File: config.mk
export PLATFORM = sky130hd
export DESIGN_NAME = decode_stage_pl
export DESIGN_NICKNAME = d
export VERILOG_FILES = /design/src/rtl/decode_stage_pl.sv
export SDC_FILE = /design/constraint.sdc
export NUM_CORES = 1
export LEC_CHECK = 0
export ABC_CLOCK_PERIOD_IN_PS = 7900
export CELL_PAD_IN_SITES_DETAIL_PLACEMENT = 1
export CELL_PAD_IN_SITES_GLOBAL_PLACEMENT = 1
export CORE_UTILIZATION = 48
export CTS_CLUSTER_DIAMETER = 40
export DETAILED_ROUTE_END_ITERATION = 10
export HOLD_SLACK_MARGIN = 0.1
export PLACE_DENSITY_LB_ADDON = 0.15
export SLEW_MARGIN = 40
export SYNTH_ARGS = -nofsm -noshare
export SYNTH_HDL_FRONTEND = slang
export SYNTH_SLANG_ARGS = --single-unit
File: constraint.sdc
create_clock -name clk -period 7.9 [get_ports clk]
set_input_delay 1.58 -clock clk [delete_from_list [all_inputs] [get_ports clk]]
set_output_delay 1.58 -clock clk [all_outputs]
set_load 0.05 [all_outputs]
File: src/rtl/decode_stage_pl.sv
// decode_stage_pl: register file, immediate extension, decode-time branch resolution and ID/EX register.
// Optional DECODE_PERF_CNT_EN adds saturating stall/flush counters.
module decode_stage_pl #(
    parameter int W    = 16,
    parameter int NREG = 8,
    localparam int RA  = $clog2(NREG)
) (
    input  logic          clk,
    input  logic          rst_n,
    input  logic          in_valid_i,
    output logic          in_ready_o,
    input  logic [W-1:0]  instr_i,
    input  logic [W-1:0]  pc_i,
    input  logic [11:0]   ctl_i,
    input  logic          wb_en_i,
    input  logic [RA-1:0] wb_reg_i,
    input  logic [W-1:0]  wb_data_i,
    input  logic          ex_ready_i,
    output logic          out_valid_o,
    output logic [W-1:0]  out_data1_o,
    output logic [W-1:0]  out_data2_o,
    output logic [W-1:0]  out_imm_o,
    output logic [RA-1:0] out_wreg_o,
    output logic          out_we_o,
    output logic          out_mem_read_o,
    output logic          redirect_o,
    output logic [W-1:0]  redirect_pc_o
`ifdef DECODE_PERF_CNT_EN
    ,
    output logic [15:0]   stall_cnt_o,
    output logic [15:0]   flush_cnt_o
`endif
);
    logic [W-1:0] rf_q [NREG];
    logic reg_write, mem_read, reg2_sel, im_sel, sign_ext, brj_sel, br_en, stu_sel;
    logic [1:0] rd_sel, br_op;
    logic [RA-1:0] rs, rd, rt2, wreg;
    logic [W-1:0] v1, v2, imm, joff, target;
    logic cond, taken, hz, squash, accept;
    logic          out_valid_q, out_we_q, out_mem_read_q, redirect_q;
    logic [W-1:0]  out_data1_q, out_data2_q, out_imm_q, redirect_pc_q;
    logic [RA-1:0] out_wreg_q;
    logic unused_hi;

    assign unused_hi = ^instr_i[W-1:11];
    assign {reg_write, mem_read, reg2_sel, im_sel, sign_ext, rd_sel, brj_sel, br_en, br_op, stu_sel} = ctl_i;

    assign rs   = RA'(instr_i[10:8]);
    assign rd   = rd_sel == 2'b00 ? RA'(instr_i[4:2]) :
                  rd_sel == 2'b01 ? RA'(instr_i[7:5]) :
                  rd_sel == 2'b10 ? rs : RA'(NREG - 1);
    assign rt2  = reg2_sel ? rd : RA'(instr_i[7:5]);
    assign wreg = stu_sel ? rs : rd;

    // Write-before-read: a same-cycle writeback is visible to decode.
    assign v1 = (wb_en_i && wb_reg_i == rs)  ? wb_data_i : rf_q[rs];
    assign v2 = (wb_en_i && wb_reg_i == rt2) ? wb_data_i : rf_q[rt2];

    assign imm  = im_sel ? {{(W-8){sign_ext & instr_i[7]}}, instr_i[7:0]}
                         : {{(W-5){sign_ext & instr_i[4]}}, instr_i[4:0]};
    assign joff = {{(W-11){instr_i[10]}}, instr_i[10:0]};

    assign cond   = br_op == 2'b00 ? v1 == '0 :
                    br_op == 2'b01 ? v1 != '0 :
                    br_op == 2'b10 ? v1[W-1] : !v1[W-1];
    assign taken  = brj_sel | (br_en & cond);
    assign target = pc_i + (brj_sel ? joff : imm);

    // Loads are not forwardable; branches resolve here so any pending write blocks them.
    assign hz = out_valid_q & out_we_q & !brj_sel & (out_wreg_q == rs | out_wreg_q == rt2) &
                (out_mem_read_q | br_en);

    assign squash     = redirect_q;
    assign in_ready_o = squash | ((!out_valid_q | ex_ready_i) & !hz);
    assign accept     = in_valid_i & in_ready_o & !squash;

    always_ff @(posedge clk or negedge rst_n) begin
        if (!rst_n) begin
            for (int i = 0; i < NREG; i++) rf_q[i] <= '0;
        end else if (wb_en_i) begin
            rf_q[wb_reg_i] <= wb_data_i;
        end
    end

    always_ff @(posedge clk or negedge rst_n) begin
        if (!rst_n) begin
            out_valid_q    <= 1'b0;
            out_data1_q    <= '0;
            out_data2_q    <= '0;
            out_imm_q      <= '0;
            out_wreg_q     <= '0;
            out_we_q       <= 1'b0;
            out_mem_read_q <= 1'b0;
            redirect_q     <= 1'b0;
            redirect_pc_q  <= '0;
        end else begin
            redirect_q <= accept & taken;
            if (accept & taken) redirect_pc_q <= target;
            if (accept) begin
                out_valid_q    <= 1'b1;
                out_data1_q    <= v1;
                out_data2_q    <= v2;
                out_imm_q      <= imm;
                out_wreg_q     <= wreg;
                out_we_q       <= reg_write;
                out_mem_read_q <= mem_read;
            end else if (ex_ready_i | !out_valid_q) begin
                out_valid_q <= 1'b0;
            end
        end
    end

    assign out_valid_o    = out_valid_q;
    assign out_data1_o    = out_data1_q;
    assign out_data2_o    = out_data2_q;
    assign out_imm_o      = out_imm_q;
    assign out_wreg_o     = out_wreg_q;
    assign out_we_o       = out_we_q;
    assign out_mem_read_o = out_mem_read_q;
    assign redirect_o     = redirect_q;
    assign redirect_pc_o  = redirect_pc_q;

`ifdef DECODE_PERF_CNT_EN
    logic [15:0] stall_cnt_q, flush_cnt_q;
    always_ff @(posedge clk or negedge rst_n) begin
        if (!rst_n) begin
            stall_cnt_q <= '0;
            flush_cnt_q <= '0;
        end else begin
            if (in_valid_i & hz & stall_cnt_q != 16'hFFFF) stall_cnt_q <= stall_cnt_q + 16'd1;
            if (in_valid_i & squash & flush_cnt_q != 16'hFFFF) flush_cnt_q <= flush_cnt_q + 16'd1;
        end
    end
    assign stall_cnt_o = stall_cnt_q;
    assign flush_cnt_o = flush_cnt_q;
`endif
endmodule

**Run 1: signal wires on met2**

Scale: 2 px per um.
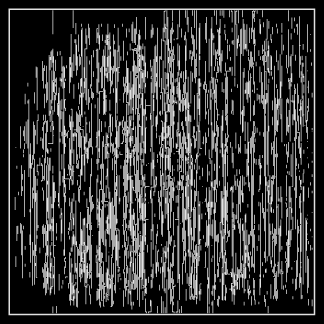
main direction: vertical
nets with wire on the layer: 1048
total detailed-routing wirelength: 31800 um
DR vias: 8220

**Run 1: sizing map**

Scale: 3 px per um.
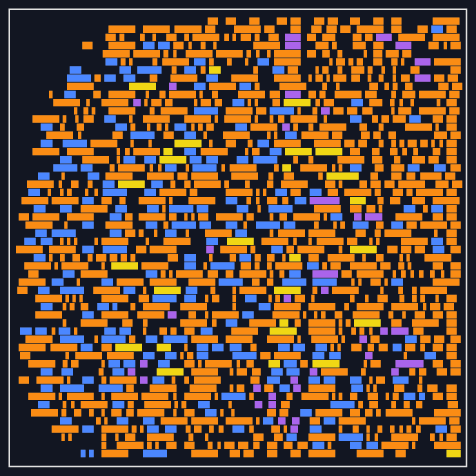
[_3 and _4 cells] purple | cells: 38 | share: 3.5%
[_0 and _1 cells] orange | cells: 822 | share: 76%
[_6 and larger] yellow | cells: 27 | share: 2.5%
[_2 cells] blue | cells: 201 | share: 18%
Worst Setup Slack, final: 1.57 ns
post-route cell area: 12900 um2

**Run 1: track usage over the die**

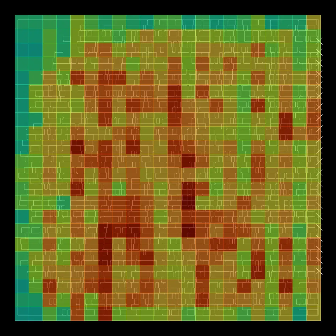
Util after Layout: 58.8%
GR peak layer: met2
met1 Usage GRT: 40.0%
met3 Use GR: 4.16%

==> reports/results.tsv, run 1 <==
stage	metric	value	unit
status	status	finished with violations	
status	violations	DRC	
sta	fin_worst_skew	0.0132	ns
sta	setup_viol	0	
worst_hold_path	hp-class	reg -> reg	
setup_path	critPathMaxStageDelay	0.82	ns
cells_and_area	final_cells	1368	
clock_network	htree_levels	4	
synthesis	synth-seq-cells	192	
floorplan	pin_count	140	
power	p_leak	5.48	nW
flow_run	drv_cap	0	
sta	tns	0	ns
setup_path	path_cells	clkdlybuf4s50_1 -> o21a_1 -> a2bb2oi_2 -> buf_4 -> mux2i_1 -> a31oi_1 -> or3_1 -> clkdlybuf4s50_1	
place	gp_congestion	0.831	
synthesis	yosysCellCount	987	
grt	antenna_found_initial	0	
place	io_buffers	134	
routing	vias_per_cell	6.01	
place	post-dp-hpwl	20300	um
floorplan	fp_util	49.1	%
setup_path	critPathTopFamily	buffers and inverters	
grt	grt_max_degree	72	
cells_and_area	antennaDiodeCount	0	
synthesis	yosysWarnings	0	
clock_network	clk_path_buf_depth	2	
setup_path	critical_path_class	in -> out	
synthesis	yosys.stat.seqShare	44.5	%
synthesis	ys_dominant_reg_cell	dfrtp_1	
synthesis	fp_nets	1071	
clock_network	cts_inserted_buffers	17	
synthesis	edf_count	0	
clock_network	clock_latency	0.45	ns
grt	grt_usage	29.1	%
floorplan	core_area	22000	um2
setup_path	cp_num_buf_inv	3	
grt	grt_pass1_wl	51500	um
clock_network	postCtsSetupBuffers	0	
synthesis	synth.cell_area	10800	um2
power	ir_drop	0.156	mV
sta	finalCritPeriodShare	80.1	%
cells_and_area	fillers	2310	
synthesis	syn_inst	987	
sta	slew_headroom	47.8	%
routing	drc	44	
setup_path	critPathCaptureType	primary output	
setup_path	cpMaxStageDelayCell	clkdlybuf4s50_1	
power	power.density	327	nW/um2
floorplan	chipHeight	152	um
sta	finalHoldViolCount	0	
sta	fmax	0.158	GHz
place	dpl_cell_area	12300	um2
setup_path	cp_max_fo	34	
sta	rsz0062_at_grt	no	
sta	maxSlewViolCount	0	
setup_path	start_kind	primary input	
flow_run	warnings	31	
floorplan	row_count	54	
setup_path	cp.arrival	4.75	ns
grt	grt_pass1_vias	8753	
grt	globalRouteOverflowTotal	0	
clock_network	cts_resized	0	
floorplan	die_w	152	um
synthesis	ys_async_sr_fraction	100	%
## run 1: power breakdown
part	total [mW]	internal [mW]	switching [mW]
Clock	0.856	0.449	0.408
Combinational	1.88	0.730	1.14
Sequential	1.49	1.28	0.212
## run 1: per-stage QoR
step	hold slack, ns	power [mW]	worst slack (ns)
floorplan	0.490	2.74	2.93
global placement	0.460	3.31	1.59
detailed placement	0.472	3.37	1.56
CTS	0.489	4.24	1.54
global route	0.517	4.43	1.47
finish	0.483	4.22	1.57
## run 1: cells in the final DEF, fill, tap and decap left out, types with 8 or more instances in the layout
cell,count
and2_1,17
mux2_2,156
xnor2_1,13
nand2_1,175
xor2_1,11
a311o_1,16
o21ai_0,53
mux4_2,32
a211oi_1,17
inv_1,13
a21o_1,8
dfrtp_1,192
ha_1,15
clkdlybuf4s50_1,131
a21oi_1,41
buf_4,19
nand3_1,22
o211ai_1,19
nor2_1,11
clkbuf_16,17
mux2i_1,20
## run 1: routing by layer
metal  global-route usage, %  vias up  part of all wire (%)
li1                        -     3715                     -
met1                    40.0     4240                    45
met2                    47.4      212                    48
met3                    4.16       53                   4.6
met4                    9.86        0                   2.2
met5                       0        -                     0
## run 1: registers in the layout, summed over array words and instances, names as in the netlist
signal / cells
out_imm_o: 9
out_wreg_o: 3
out_mem_read_o: 1
redirect_pc_o: 16
out_valid_o: 1
rf_q: 128
redirect_o: 1
out_data1_o: 16
out_data2_o: 16
out_we_o: 1
## run 1: synthesized netlist by cell type (all sizes together), types with 3 or more instances
library cell,instances,area [um2]
mux2,163,1860
nor2,11,41.3
nor2b,3,18.8
o2111ai,3,26.3
and2,17,106
o21bai,3,22.5
nor3,10,50.1
a21o,8,60.1
o211ai,19,143
ha,15,188
buf,30,171
o21ai,55,275
o22ai,3,18.8
clkbuf,57,215
mux2i,20,200
nand2,175,657
o21a,4,30.0
xnor2,13,114
xor2,11,96.3
dfrtp,192,4800
a31oi,4,25.0
a211oi,17,128
nand4b,4,50.1
inv,13,48.8
a311o,16,160
nand2b,3,18.8
a21oi,41,205
mux4,32,721
nand3,22,110
or3,4,25.0
## run 1: cell families (layout without fill, tap and decap cells)
family	Yosys count	in the layout	share of synthesized area [%]
compound gates	181	181	11.1
xor+xnor	24	24	1.95
fa+ha+maj	16	16	1.93
buf+inv	100	201	4.04
flops	192	192	44.5
mux	215	215	25.8
simple gates	259	259	10.7
## run 1: layout make-up
type                       instances  area (um2)  area share, %
clock inverter                    13         128          0.988
tap                              280         350           2.71
multi-input combinational        695        5620           43.5
sequential                       192        4800           37.2
clock buffer                      19         443           3.43
inverter                          13        48.8          0.378
timing repair buffer             156        1520           11.7
## run 1: final timing paths
| check | from | endpoint | slack (ns) | cells after the start |
|---|---|---|---|---|
| worst min-delay path | out_data2_o[10] | out_data2_o[10] | 0.48 | 2 |
| worst min register to register | out_data2_o[10] | out_data2_o[10] | 0.48 | 2 |
| worst max register to register | rf_q[8] | redirect_pc_o[0] | 4.49 | 10 |
| min in group asynchronous | rst_n | out_data2_o[1] | 1.13 | 1 |
| worst max-delay path | ctl_i[6] | in_ready_o | 1.57 | 8 |
| max in group asynchronous | rst_n | rf_q[61] | 5.67 | 2 |
==> inputs of run 2 (changes only) <==
--- a/config.mk
+++ b/config.mk
@@ -5,10 +5,10 @@
 export SDC_FILE = /design/constraint.sdc
 export NUM_CORES = 1
 export LEC_CHECK = 0
-export ABC_CLOCK_PERIOD_IN_PS = 7900
+export ABC_CLOCK_PERIOD_IN_PS = 6600
 export CELL_PAD_IN_SITES_DETAIL_PLACEMENT = 1
 export CELL_PAD_IN_SITES_GLOBAL_PLACEMENT = 1
-export CORE_UTILIZATION = 48
+export CORE_UTILIZATION = 44
 export CTS_CLUSTER_DIAMETER = 40
 export DETAILED_ROUTE_END_ITERATION = 10
 export HOLD_SLACK_MARGIN = 0.1
==> constraint.sdc (replaced) <==
create_clock -name clk -period 6.6 [get_ports clk]
set_input_delay 1.32 -clock clk [delete_from_list [all_inputs] [get_ports clk]]
set_output_delay 1.32 -clock clk [all_outputs]
set_load 0.05 [all_outputs]
**Run 2: sizing map**

Scale: 3 px per um.
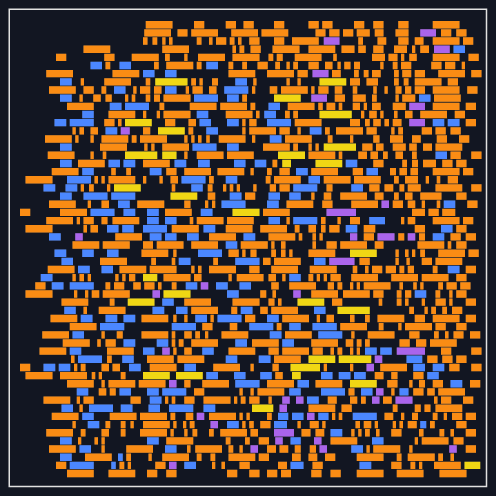
[_2 cells] blue | cells: 199 | share: 18%
[_6 and larger] yellow | cells: 30 | share: 2.8%
[_0 and _1 cells] orange | cells: 820 | share: 75%
[_3 and _4 cells] purple | cells: 39 | share: 3.6%

==> reports/results.tsv, run 2 <==
stage	metric	value	unit	change
status	status	complete, no violations		was finished with violations
synthesis	syn_inst	987		unchanged
clock_network	clk_path_buf_depth	2		unchanged
clock_network	postCtsSetupBuffers	0		unchanged
sta	rsz0062_at_grt	no		unchanged
grt	globalRouteOverflowTotal	0		unchanged
synthesis	fa_ha_area_share	1.93	%	unchanged
sta	finalHoldViolCount	0		unchanged
flow_run	drv_cap	0		unchanged
power	power.density	400	nW/um2	was 327 nW/um2
sta	fmax	0.203	GHz	
setup_path	cp_max_fo	24		was 34
floorplan	die_w	159	um	was 152 um
grt	grt_pass1_wl	51300	um	was 51500 um
synthesis	yosysWarnings	0		unchanged
routing	vias	8182		was 8220
flow_run	warnings	31		unchanged
sta	slew_headroom	47.9	%	was 47.8%
routing	top_layer	met5		was met4
clock_network	clock_latency	0.44	ns	was 0.45 ns
setup_path	reg2regPathDepth	10		unchanged
clock_network	cts_resized	0		unchanged
synthesis	ys_top_logic_family	multiplexers		unchanged
cells_and_area	top_register	rf_q		unchanged
routing	met1_length	14000	um	was 14300 um
setup_path	r2r_start	rf_q[2]		was rf_q[8]
power	finalPower	5.23	mW	was 4.22 mW
cells_and_area	mostFrequentLayoutCells	dfrtp_1 (192), nand2_1 (175), mux2_2 (156)		unchanged
floorplan	pin_count	140		unchanged
routing	wl	32000	um	was 31800 um
sta	period_needed	4.93	ns	
synthesis	ys_dominant_reg_cell	dfrtp_1		unchanged
power	p_leak	5.55	nW	was 5.48 nW
place	post-dp-hpwl	20600	um	was 20300 um
synthesis	muxShareOfSynthArea	25.8	%	unchanged
synthesis	yosys.stat.seqShare	44.5	%	unchanged
sta	setup_viol	0		unchanged
synthesis	synth_top_area_share	44.5	%	unchanged
synthesis	yosysCellCount	987		unchanged
worst_hold_path	hp-class	reg -> reg		unchanged
cells_and_area	largest_reg_flops	128		unchanged
clock_network	cts_inserted_buffers	17		unchanged
floorplan	chipHeight	159	um	was 152 um
grt	grt_pass1_vias	8779		was 8753
setup_path	reg2reg_slack	3.06	ns	was 4.49 ns
grt	grt_usage	27.2	%	was 29.1%
routing	wl_met3	1700	um	was 1450 um
sta	tns	0	ns	unchanged
place	gp_congestion	0.789		was 0.831
routing	route.met2.wl	15700	um	was 15400 um
sta	maxSlewViolCount	0		unchanged
floorplan	core_area	23800	um2	was 22000 um2
synthesis	fp_nets	1071		unchanged
synthesis	xor_area_share	1.95	%	unchanged
floorplan	row_count	56		was 54
setup_path	start_kind	primary input		unchanged
sta	fin_worst_skew	0.00808	ns	was 0.0132 ns
cells_and_area	stdcell_area	13100	um2	was 12900 um2
routing	drc	0		was 44
cells_and_area	lay_top_count	dfrtp_1		unchanged
setup_path	critical_path_class	in -> out		unchanged
floorplan	fp_util	45.4	%	was 49.1%
synthesis	aoi_share	11.1	%	unchanged
synthesis	area_leaders	dfrtp_1 (45%), mux2_2 (16%), mux4_2 (6.7%)		unchanged
synthesis	synth.cell_area	10800	um2	unchanged
worst_hold_path	min-delay-start	out_imm_o[7]		was out_data2_o[10]
clock_network	htree_levels	4		unchanged
synthesis	synth-seq-cells	192		unchanged
synthesis	largest_area_cell	dfrtp_1		unchanged
cells_and_area	antennaDiodeCount	0		unchanged
grt	antenna_found_initial	1		was 0
setup_path	critPathCaptureType	primary output		unchanged
synthesis	synthTopCellsByCount	dfrtp_1 (192), nand2_1 (175), mux2_2 (156), clkbuf_1 (56), o21ai_0 (54)		unchanged
grt	grt_max_degree	100		was 72
synthesis	edf_count	0		unchanged
**Run 2: signal wires on met2**

Scale: 2 px per um.
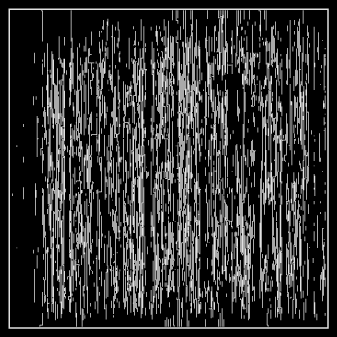
share of all routed wire: 49%
wire length on this layer: 15700 um
longest straight run: 58.1 um

## run 2: cell counts after synthesis
No cell type changed its count.
## run 2: cell families after synthesis
family	after synthesis
AND/OR/NAND/NOR	259
multiplexers	215
flip-flops	192
AND-OR/OR-AND	181
buffers and inverters	100
XOR/XNOR	24
adder cells (fa/ha/maj)	16
## run 2: worst paths after layout
path / to
setup reg to reg: redirect_pc_o[6]
setup / recovery: in_ready_o
hold / removal: out_imm_o[7]
min in group asynchronous: out_data2_o[1]
max in group asynchronous: rf_q[55]
hold reg to reg: out_imm_o[7]
## run 2: cell type report
cell class | count | area (um2)
inverters | 13 | 48.8
multi-input cells | 695 | 5630
clock buffers | 19 | 453
fillers | 2457 | 10700
well taps | 319 | 399
flip-flops and latches | 192 | 4800
repair buffers | 157 | 1540
clock inverters | 12 | 229
## run 2: routing by layer
metal | GRT usage (%) | vias to the layer above
li1 | - | 3725
met1 | 35.3 | 4209
met2 | 45.8 | 202
met3 | 4.98 | 44
met4 | 8.65 | 2
met5 | 0 | -
## run 2: worst max-delay path, cell delays in order
cell and delay (ns):
buf_2 0.39, buf_4 0.46, xor2_1 0.15, o311a_1 0.37, mux2i_1 0.14, a31oi_1 0.21, or3_1 0.36, buf_4 0.20
## run 2: power by group
part / total (mW) / switching (mW) / internal, mW / leakage, nW
clock: 1.21 / 0.473 / 0.733 / 0.322
sequential: 1.79 / 0.254 / 1.53 / 2.32
combinational: 2.24 / 1.37 / 0.872 / 2.91
total: 5.23 / 2.10 / 3.14 / 5.55
## run 2: through the flow
step	setup slack, ns	hold WS, ns	utilization, %	std cells
final	1.67	0.479	55.2	1407
after global routing	1.56	0.523	55.2	1407
after CTS	1.68	0.485	55.0	1406
after detailed placement	1.39	0.469	52.2	1375
after global placement	1.40	0.461	52.1	1375
after floorplan	2.15	0.490	-	987
Power is estimated from default activity; no workload was simulated.
